==> src/rtl/bit_level_mixing_engine.sv <==
// Iterative per-lane rotate mixer: LANES x LANE_W word, ROUNDS key-driven rotations, valid/ready on both sides.
// Optional BLM_ROUND_TWEAK_EN adds the round index to each lane's rotate amount.

module blm_lane #(
  parameter int LANE_W = 8,
  parameter int SH_W   = 3
) (
  input  logic [LANE_W-1:0] v,
  input  logic [SH_W-1:0]   amt,
  input  logic              mode,
  output logic [LANE_W-1:0] y
);
  // Rotating a doubled copy keeps the shift below LANE_W's worth of wrap and makes amt=0 a no-op.
  always_comb begin
    if (mode) y = LANE_W'(({v, v} << amt) >> LANE_W);
    else      y = LANE_W'({v, v} >> amt);
  end
endmodule

module bit_level_mixing_engine #(
  parameter int LANE_W = 8,
  parameter int LANES  = 8,
  parameter int ROUNDS = 1,
  parameter int SH_W   = $clog2(LANE_W)
) (
  input  logic                      clk,
  input  logic                      rst,
  input  logic                      in_valid,
  output logic                      in_ready,
  input  logic                      mode,
  input  logic [0:LANES*LANE_W-1]   data_in,
  input  logic [0:LANES*LANE_W-1]   key_in,
  output logic                      out_valid,
  input  logic                      out_ready,
  output logic [0:LANES*LANE_W-1]   data_out,
  output logic                      busy
);
  localparam int W   = LANES * LANE_W;
  localparam int R_W = (ROUNDS > 1) ? $clog2(ROUNDS) : 1;

  typedef enum logic [1:0] {IDLE, BUSY, DONE} state_t;

  state_t                       state;
  logic [0:W-1]                 work;
  logic [0:W-1]                 work_next;
  logic [LANES-1:0][SH_W-1:0]   key_q;
  logic [LANES-1:0][SH_W-1:0]   amt;
  logic                         mode_q;
  logic [R_W-1:0]               r;

  for (genvar i = 0; i < LANES; i++) begin : g_lane
`ifdef BLM_ROUND_TWEAK_EN
    assign amt[i] = key_q[i] + SH_W'(r);
`else
    assign amt[i] = key_q[i];
`endif
    blm_lane #(.LANE_W(LANE_W), .SH_W(SH_W)) u_lane (
      .v   (work[i*LANE_W +: LANE_W]),
      .amt (amt[i]),
      .mode(mode_q),
      .y   (work_next[i*LANE_W +: LANE_W])
    );
  end

  // DONE spends its first cycle loading data_out, so out_valid appears ROUNDS+1 clocks after accept.
  always_ff @(posedge clk or posedge rst) begin
    if (rst) begin
      state     <= IDLE;
      in_ready  <= 1'b1;
      out_valid <= 1'b0;
      busy      <= 1'b0;
      data_out  <= '0;
      work      <= '0;
      key_q     <= '0;
      mode_q    <= 1'b0;
      r         <= '0;
    end else begin
      case (state)
        IDLE: if (in_valid) begin
          work   <= data_in;
          mode_q <= mode;
          for (int i = 0; i < LANES; i++)
            key_q[i] <= key_in[i*LANE_W + LANE_W - SH_W +: SH_W];
          r        <= '0;
          state    <= BUSY;
          in_ready <= 1'b0;
          busy     <= 1'b1;
        end
        BUSY: begin
          work <= work_next;
          r    <= r + 1'b1;
          if (r == R_W'(ROUNDS - 1)) state <= DONE;
        end
        DONE: begin
          if (!out_valid) begin
            out_valid <= 1'b1;
            data_out  <= work;
          end else if (out_ready) begin
            out_valid <= 1'b0;
            state     <= IDLE;
            in_ready  <= 1'b1;
            busy      <= 1'b0;
          end
        end
        default: state <= IDLE;
      endcase
    end
  end
endmodule

==> config.mk <==
export PLATFORM = sky130hd
export DESIGN_NAME = bit_level_mixing_engine
export DESIGN_NICKNAME = d
export VERILOG_FILES = /design/src/rtl/bit_level_mixing_engine.sv
export SDC_FILE = /design/constraint.sdc
export NUM_CORES = 1
export LEC_CHECK = 0
export CAP_MARGIN = 10
export CORE_MARGIN = 1
export CORE_UTILIZATION = 33
export CTS_BUF_LIST = sky130_fd_sc_hd__clkbuf_8
export DETAILED_ROUTE_END_ITERATION = 10
export PLACE_DENSITY = 0.56
export SETUP_SLACK_MARGIN = 0.2
export SYNTH_ARGS = -nofsm -noshare
export SYNTH_HDL_FRONTEND = slang
export SYNTH_HIERARCHICAL = 1
export SYNTH_SLANG_ARGS = --single-unit
==> constraint.sdc <==
create_clock -name clk -period 6 [get_ports clk]
set_input_delay 1.2 -clock clk [delete_from_list [all_inputs] [get_ports clk]]
set_output_delay 1.2 -clock clk [all_outputs]
set_load 0.01 [all_outputs]
run_1/layer_met1.png
The bar under the picture is 50 µm long. Supply wires on this layer in grey.
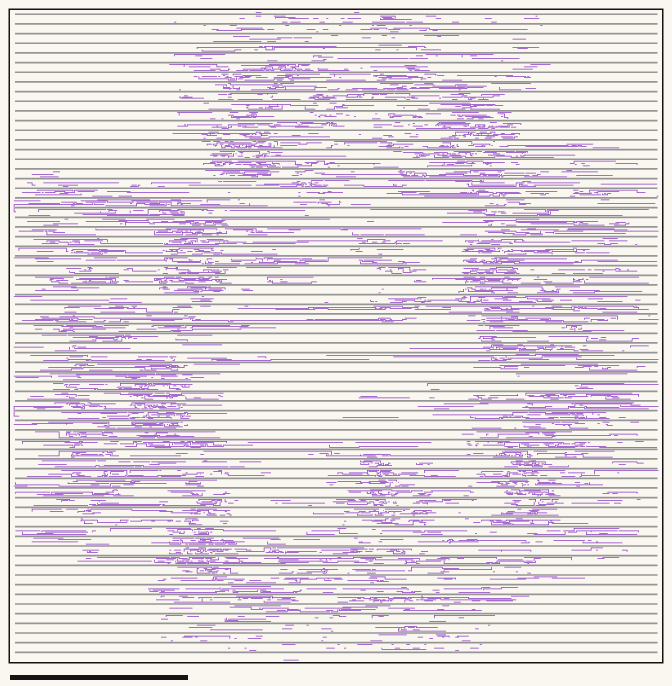
longest straight run	58.9 µm
share of all routed wire	48%
nets with wire on the layer	1050
main direction	horizontal
met1 Use GR: 24.2%
total wire length: 29100 µm

run_1/layer_met2.png
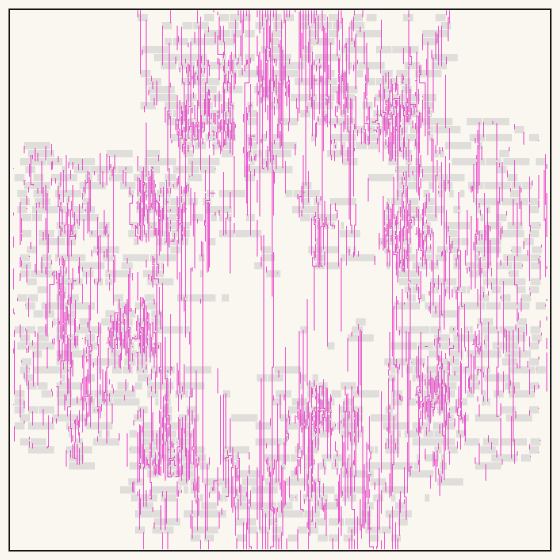
main direction	vertical
nets with wire on the layer	986
met2 usage: 28.2%
via count: 8249

run_1/layer_met3.png
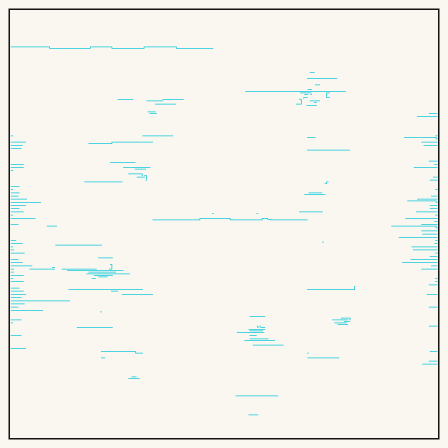
nets with wire on the layer	149
longest straight run	42.8 µm
met3 Use GR: 3.03%

run_1/layer_met4.png
The bar under the picture is 50 µm long. Supply wires on this layer in grey.
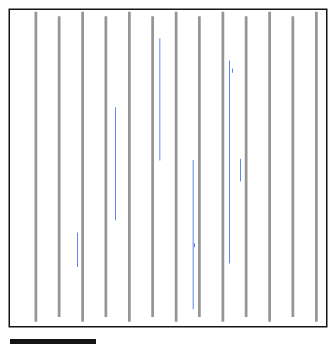
main direction	vertical
longest straight run	118 µm
wire length on this layer	377 µm

==> metrics.yaml, run 1 <==
path_max_fanout: 46
r2r_start: "state[0]"
p_sw_share_pct: 42.5
crit_family: "simple AND/OR/NAND/NOR gates"
overflow: 0
grt_pass1_wl_um: 46100
rr_endpoint: "data_out[11]"
slew_headroom_pct: 35.8
ys_warn_count: 6
wl_per_cell_um: 19.1
ys.flops: 159
ys_seq_share_pct: 36.6
setup_violations: 0
critPathLaunchType: "primary input"
grt_pass1_vias: 8116
drt_iter0_drc: 701
hold_path_class: "reg2reg"
grt_max_degree: 76
cellInternalPower_w: 0.00458
fin_util_pct: 39.2
fin_ws_ps: 2870
clk_path_buf_depth: 2
cpMaxStageDelayCell: "nor2_8"
stdcell_count: 1527
power_w: 0.00797
avgSynthCellArea_um2: 11.2
slowest_delay_ps: 680
drive_gt1_share_pct: 16.1
period_minus_slack_ps: 3130
syn_inst: 970
clock-sinks: 159
fp.dieH_um: 183
fmax_mhz: 319
p_clk_share_pct: 11.5
min_period_over_period_pct: 52.2
cts_inserted_buffers: 17
drcViolationCount: 0
crit_path_end_kind: "flip-flop"
hold_path_depth: 1
p_sw_w: 0.00339
edf_count: 0
ir_drop_mv: 0.237
cap_violations: 0
fin_tns_setup_ps: 0
place_congestion: 0.846
p_per_area_mw_per_mm2: 626
initCoreUtil_pct: 33.5
cts_tree: "yes"
h-tree-depth: 4
hold_buffers: 0
antenna_found_initial: 0
finalHoldViolations: 0
drv_slew: 0
seq_power_share_pct: 31.3
place_area_mm2: 0.0123
insertion_delay_ps: 490
combPwrFrac_pct: 57.2
flop_cell: "dfrtp_1"
hp-start: "r"
postRouteAntennaNets: 0
cts_setup_buffers: 0
place.port_buffers: 159
cp.required_ps: 6370
num_antenna_cells: 0
whs_ps: 504
ys_cells: 970
core_mm2: 0.0325
warnings: 66
rsz0062_at_grt: "false"
rows: 66
power.leakage_nw: 4.92
die-area_mm2: 0.0336
dpl.cell_count: 1497
rrSetupSlack_ps: 3170
drt-pass1-iter-count: 5
skew_ps: 15.5
status: "completed"
yosys_area_mm2: 0.0109
cts-root-buf: "clkbuf_8"
vias_per_cell: 5.40
worst_pin_slew_ps: 963
synth-async-reset-ratio_pct: 100
pin_count: 200
die_w_um: 183
hold_end: "state[1]"
fin_area_mm2: 0.0127
syn-num-nets: 1103
crit_arrival_ps: 3500
syn2layout_area_growth_pct: 17.2
clkTransAtPathRegs_ps: 80
synthesis.area_mm2: 0.0109
crit_chain: "clkdlybuf4s50_1, buf_4, nand2b_4, nor2_8, mux2_2"
fin_nets: 1207
crit_buf_inv: 2
cts_resized: 0
hpwl_um: 19400
ff2ff_path_depth: 4
track_usage_pct: 17.6
netlist-cell-type-count: 41
dp_slack_ps: 2310
criticalPathCategory: "in2reg"
-- run 1: per-layer routing --
metal	GRT usage, %	vias to the layer above	wire (µm)
li1	-	3911	-
met1	24.2	4071	14100
met2	28.2	244	13400
met3	3.03	23	1270
met4	5.07	0	376
met5	0	-	0
-- run 1: placed cells by master, fill, tap and decap left out, types with 16 or more instances in the layout --
cell,Yosys,layout
clkdlybuf4s50_1,0,159
dfrtp_1,158,157
nor3_1,110,110
mux2i_1,109,109
nor2_1,88,88
mux2_4,85,85
o22ai_1,64,64
mux2_1,45,45
a221o_1,42,42
mux2_2,41,41
nor3b_1,31,31
o32ai_1,21,21
clkbuf_8,0,20
nand2_1,16,16
-- run 1: cell usage after synthesis, types with 2 or more instances --
cell type | count | area share [%]
buf_4 | 10 | 0.69
a211oi_1 | 14 | 0.97
buf_6 | 13 | 1.3
o32ai_1 | 21 | 1.7
mux2_1 | 45 | 4.7
mux2_2 | 41 | 4.3
o221ai_1 | 2 | 0.16
nand2b_1 | 14 | 0.81
mux2i_1 | 109 | 10
o21ai_0 | 2 | 0.092
a22oi_1 | 4 | 0.28
a221o_1 | 42 | 3.9
mux2_4 | 85 | 12
buf_1 | 8 | 0.28
buf_2 | 21 | 0.97
o22ai_1 | 64 | 3.7
clkbuf_1 | 8 | 0.28
and2_1 | 2 | 0.12
nor2b_1 | 10 | 0.58
nor3_1 | 110 | 5.1
buf_8 | 8 | 1.1
nand2_1 | 16 | 0.55
nor2_1 | 88 | 3.0
o2bb2ai_1 | 14 | 1.1
nor3b_1 | 31 | 2.1
nand2b_4 | 2 | 0.25
dfrtp_1 | 158 | 36
nor2_8 | 2 | 0.37
buf_12 | 14 | 2.6
-- run 1: cell type report --
class / count / area [µm²]
clock buffer: 20 / 275
clock inverter: 10 / 163
fill: 3172 / 19700
inverter: 3 / 16.3
multi-input combinational: 726 / 6090
sequential: 159 / 3980
tap: 442 / 553
timing repair buffer: 167 / 1650
-- run 1: worst max-delay path by stage --
stage / startpoint / end / cells past startpoint / slack [ps]
global route: in_valid / amt[6] / 5 / 2770
CTS: in_valid / amt[3] / 5 / 2840
detailed placement: in_valid / amt[3] / 5 / 2310
finish: in_valid / amt[3] / 5 / 2870
floorplan: rst / amt[0] / 1 / 510
global placement: in_valid / amt[1] / 5 / 2320
-- run 1: cell families (layout without fill, tap and decap cells) --
| logic type | Yosys count | in the layout | synth area share [%] |
|---|---|---|---|
| DFF | 159 | 159 | 36.6 |
| muxes | 280 | 280 | 30.7 |
| buffers and inverters | 85 | 200 | 7.35 |
| AOI/OAI and AO/OA | 168 | 168 | 12.2 |
| and+or+nand+nor | 278 | 278 | 13.1 |
-- run 1: state kept, by name, indices dropped and copies added, names as in the netlist --
register   cells
in_ready       1
busy           1
work          64
out_valid      1
data_out      64
mode_q         1
r              1
state          2
amt           24
-- run 1: power by group through the flow --
stage | Clock [W] | Sequential, W | Combinational (W)
2_1_floorplan | 0 | 0.00214 | 0.00392
3_3_place_gp | 0 | 0.00251 | 0.00453
3_5_place_dp | 0 | 0.00251 | 0.00452
4_1_cts | 0.000952 | 0.00250 | 0.00455
5_1_grt | 0.000997 | 0.00262 | 0.00494
6_report | 0.000915 | 0.00250 | 0.00456
==> run 1 -> run 2 <==
clock period = 3.06 ns   (was 6 ns; I/O delays follow)
run_2/layer_met2.png
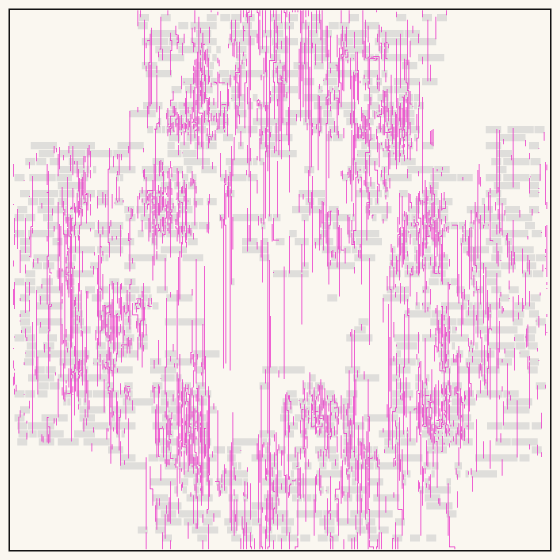
nets with wire on the layer	1013
wire length on this layer	12800 µm
longest straight run	97.4 µm
main direction	vertical
share of all routed wire	44%
total wire length: 28900 µm
met2 usage: 26.4%
via count: 8328

run_2/layer_met1.png
The bar under the picture is 50 µm long. Supply wires on this layer in grey.
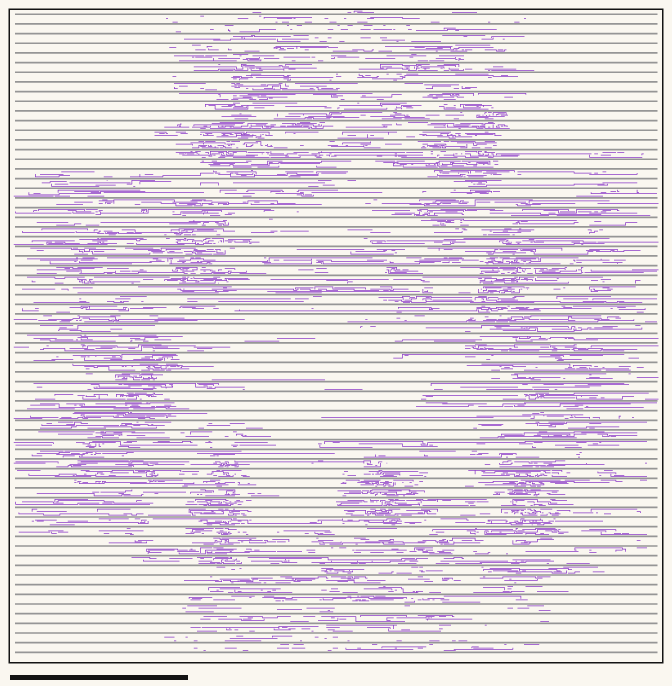
main direction	horizontal
wire length on this layer	14300 µm
met1 Use GR: 25.1%

==> run 2 against run 1 <==
Compared with the run above:
- setup slack got worse by 2200 ps
- count of clock-buffer cells in the layout down 1
- first-iteration DRC count decreased by 2.4%
- clock power up 69%
- sequential cell count unchanged
- largest power group unchanged
- critical endpoint is now work[42]
- sequential share of layout area about the same
- wire length shrank 0.66%
- non-clock buffer count grew 5
- clock skew increased by 3.9 ps
==> metrics.yaml, run 2 <==
status: "completed"
postRouteAntennaNets: 0  # unchanged
top_cell: "dfrtp_1"
seq_power_share_pct: 31.4  # about the same
p_per_area_mw_per_mm2: 1210  # +94%
vias_per_cell: 5.43  # +0.50%
lay_top_count: "clkdlybuf4s50_1"
setup_violations: 0  # unchanged
core_mm2: 0.0325  # unchanged
simple_gate_area_share_pct: 13.1  # unchanged
drt-pass1-iter-count: 7  # +2
cts-root-buf: "clkbuf_8"
die-area_mm2: 0.0336  # unchanged
top_cells_by_area: "dfrtp_1 36%, mux2_4 12%, mux2i_1 10%"
rows: 66  # unchanged
fp.dieH_um: 183  # unchanged
drv_slew: 0  # unchanged
clock-sinks: 159  # unchanged
drt_iter0_drc: 684  # -2.4%
final_cell_mix: "159 x clkdlybuf4s50_1, 157 x dfrtp_1, 110 x nor3_1"
hold_buffers: 0  # unchanged
cp.required_ps: 3430  # -2940 ps
die_w_um: 183  # unchanged
syn-num-nets: 1103  # unchanged
antenna_found_initial: 0  # unchanged
p_clk_share_pct: 10.0  # -1.5 points
cts_resized: 0  # unchanged
slew_headroom_pct: 38.7  # +2.9 points
fin_util_pct: 39.3  # +0.050 points
syn_inst: 970  # unchanged
synth.top_cell.area_share_pct: 36.4  # unchanged
drive_gt1_share_pct: 16.7  # +0.54 points
synthesis.area_mm2: 0.0109  # unchanged
clk_path_buf_depth: 2  # unchanged
ys_warn_count: 6  # unchanged
syn2layout_area_growth_pct: 17.3
combPwrFrac_pct: 58.6  # +1.4 points
skew_ps: 19.4  # +3.91 ps
clkTransAtPathRegs_ps: 100  # +20 ps
busiest_layer: "met2"
critPathLaunchType: "flip-flop"
ff2ff_path_depth: 7  # +3
grt_max_degree: 82  # +7.9%
power.leakage_nw: 4.93  # +0.26%
fmax_mhz: 425
top_area_cell: "dfrtp_1"
drcViolationCount: 0  # unchanged
cts_setup_buffers: 0  # unchanged
cellInternalPower_w: 0.00872  # +90%
synth-async-reset-ratio_pct: 100  # unchanged
grt_pass1_wl_um: 45900  # -0.57%
min_period_over_period_pct: 77.0
common_cells: "158 x dfrtp_1, 110 x nor3_1, 109 x mux2i_1, 88 x nor2_1, 85 x mux2_4"
p_sw_share_pct: 43.6  # +1.1 points
fin_nets: 1212  # +0.41%
synth.logic.top_family: "multiplexers"
xor_share_pct: 0  # unchanged
warnings: 66  # unchanged
period_minus_slack_ps: 2360
place.port_buffers: 159  # unchanged
criticalPathCategory: "reg2reg"
ys_cells: 970  # unchanged
cts_inserted_buffers: 17  # unchanged
cts_tree: "yes"
track_usage_pct: 17.4  # -0.18 points
edf_count: 0  # unchanged
worst_pin_slew_ps: 920  # -43.8 ps
yosys_area_mm2: 0.0109  # unchanged
avgSynthCellArea_um2: 11.2  # unchanged
ys.flops: 159  # unchanged
flop_cell: "dfrtp_1"
pin_count: 200  # unchanged
mux_share_pct: 30.7  # unchanged
rsz0062_at_grt: "false"
crit_path_end_kind: "flip-flop"
overflow: 0  # unchanged
wl_per_cell_um: 18.8  # -1.1%
ys_seq_share_pct: 36.6  # unchanged
path_max_fanout: 20  # -57%
fin_tns_setup_ps: 0  # unchanged
insertion_delay_ps: 480  # about the same
num_antenna_cells: 0  # unchanged
ys_sh_aoi_pct: 12.2  # unchanged
initCoreUtil_pct: 33.5  # unchanged
netlist-cell-type-count: 41  # unchanged
place_congestion: 0.857  # +1.3%
finalHoldViolations: 0  # unchanged
h-tree-depth: 4  # unchanged
met3_usage_pct: 3.13  # +0.099 points
cap_violations: 0  # unchanged
p_sw_w: 0.00674  # +99%
rrSetupSlack_ps: 700  # -2470 ps
crit_arrival_ps: 2730  # -770 ps
hpwl_um: 19600  # +1.0%
ir_drop_mv: 0.407  # +72%
grt_pass1_vias: 8019  # -1.2%
adder_share_pct: 0  # unchanged
hold_path_class: "in2async"
==> run 2: cell counts after synthesis <==
Identical to the previous run, type by type.
==> run 2: critical path, cell delays in order, from the launching register on <==
cell and delay, ps:
dfrtp_1 580, buf_12 260, nor2b_1 450, o2bb2ai_1 200
a211oi_1 90, mux2_2 290, nor3b_1 290, nor3_1 80
==> run 2: power by group through the flow <==
stage	combinational, W	clock, W	sequential, W
floorplan	0.00768	0	0.00419
global placement	0.00897	0	0.00487
detailed placement	0.00898	0	0.00489
CTS	0.00904	0.00161	0.00485
global route	0.00982	0.00169	0.00508
finish	0.00906	0.00155	0.00485
==> run 2: area by class of cell <==
class                           instances  area (µm²)
Inverter                                3        15.0
Clock buffer                           19         262
Sequential cell                       159        3980
Tap cell                              442         553
Fill cell                            3148       19700
Clock inverter                         13         106
Timing Repair Buffer                  172        1740
Multi-Input combinational cell        726        6090
==> run 2: metrics by stage <==
| stage | power, W | hold slack (ps) | worst slack (ps) | std cells | area (µm²) |
|---|---|---|---|---|---|
| after floorplan | 0.0119 | 456 | 434 | 970 | 10900 |
| after detailed placement | 0.0139 | 491 | 526 | 1502 | 12400 |
| after global placement | 0.0138 | 487 | 540 | 1502 | 12400 |
| final | 0.0155 | 369 | 705 | 1534 | 12700 |
| after global routing | 0.0166 | 338 | 551 | 1534 | 12700 |
| after CTS | 0.0155 | 326 | 705 | 1534 | 12700 |
==> run 2: cells by family after synthesis <==
| logic type | after synthesis |
|---|---|
| compound gates | 168 |
| buf+inv | 85 |
| flops | 159 |
| mux | 280 |
| simple gates | 278 |
==> run 2: layer usage <==
metal | wire length, µm | up-vias
li1 | - | 3913
met5 | 0 | -
met3 | 1360 | 34
met1 | 14300 | 4091
met4 | 368 | 0
met2 | 12800 | 290
==> run 2: worst paths after layout <==
kind,startpoint,to
worst max-delay path,mode_q,work[42]
worst min-delay path,rst,data_out[16]
worst max register to register,mode_q,work[42]
worst min register to register,r,state[1]
max in group asynchronous,rst,state[0]
min in group clk,r,state[1]
Power is estimated from default activity; no workload was simulated.
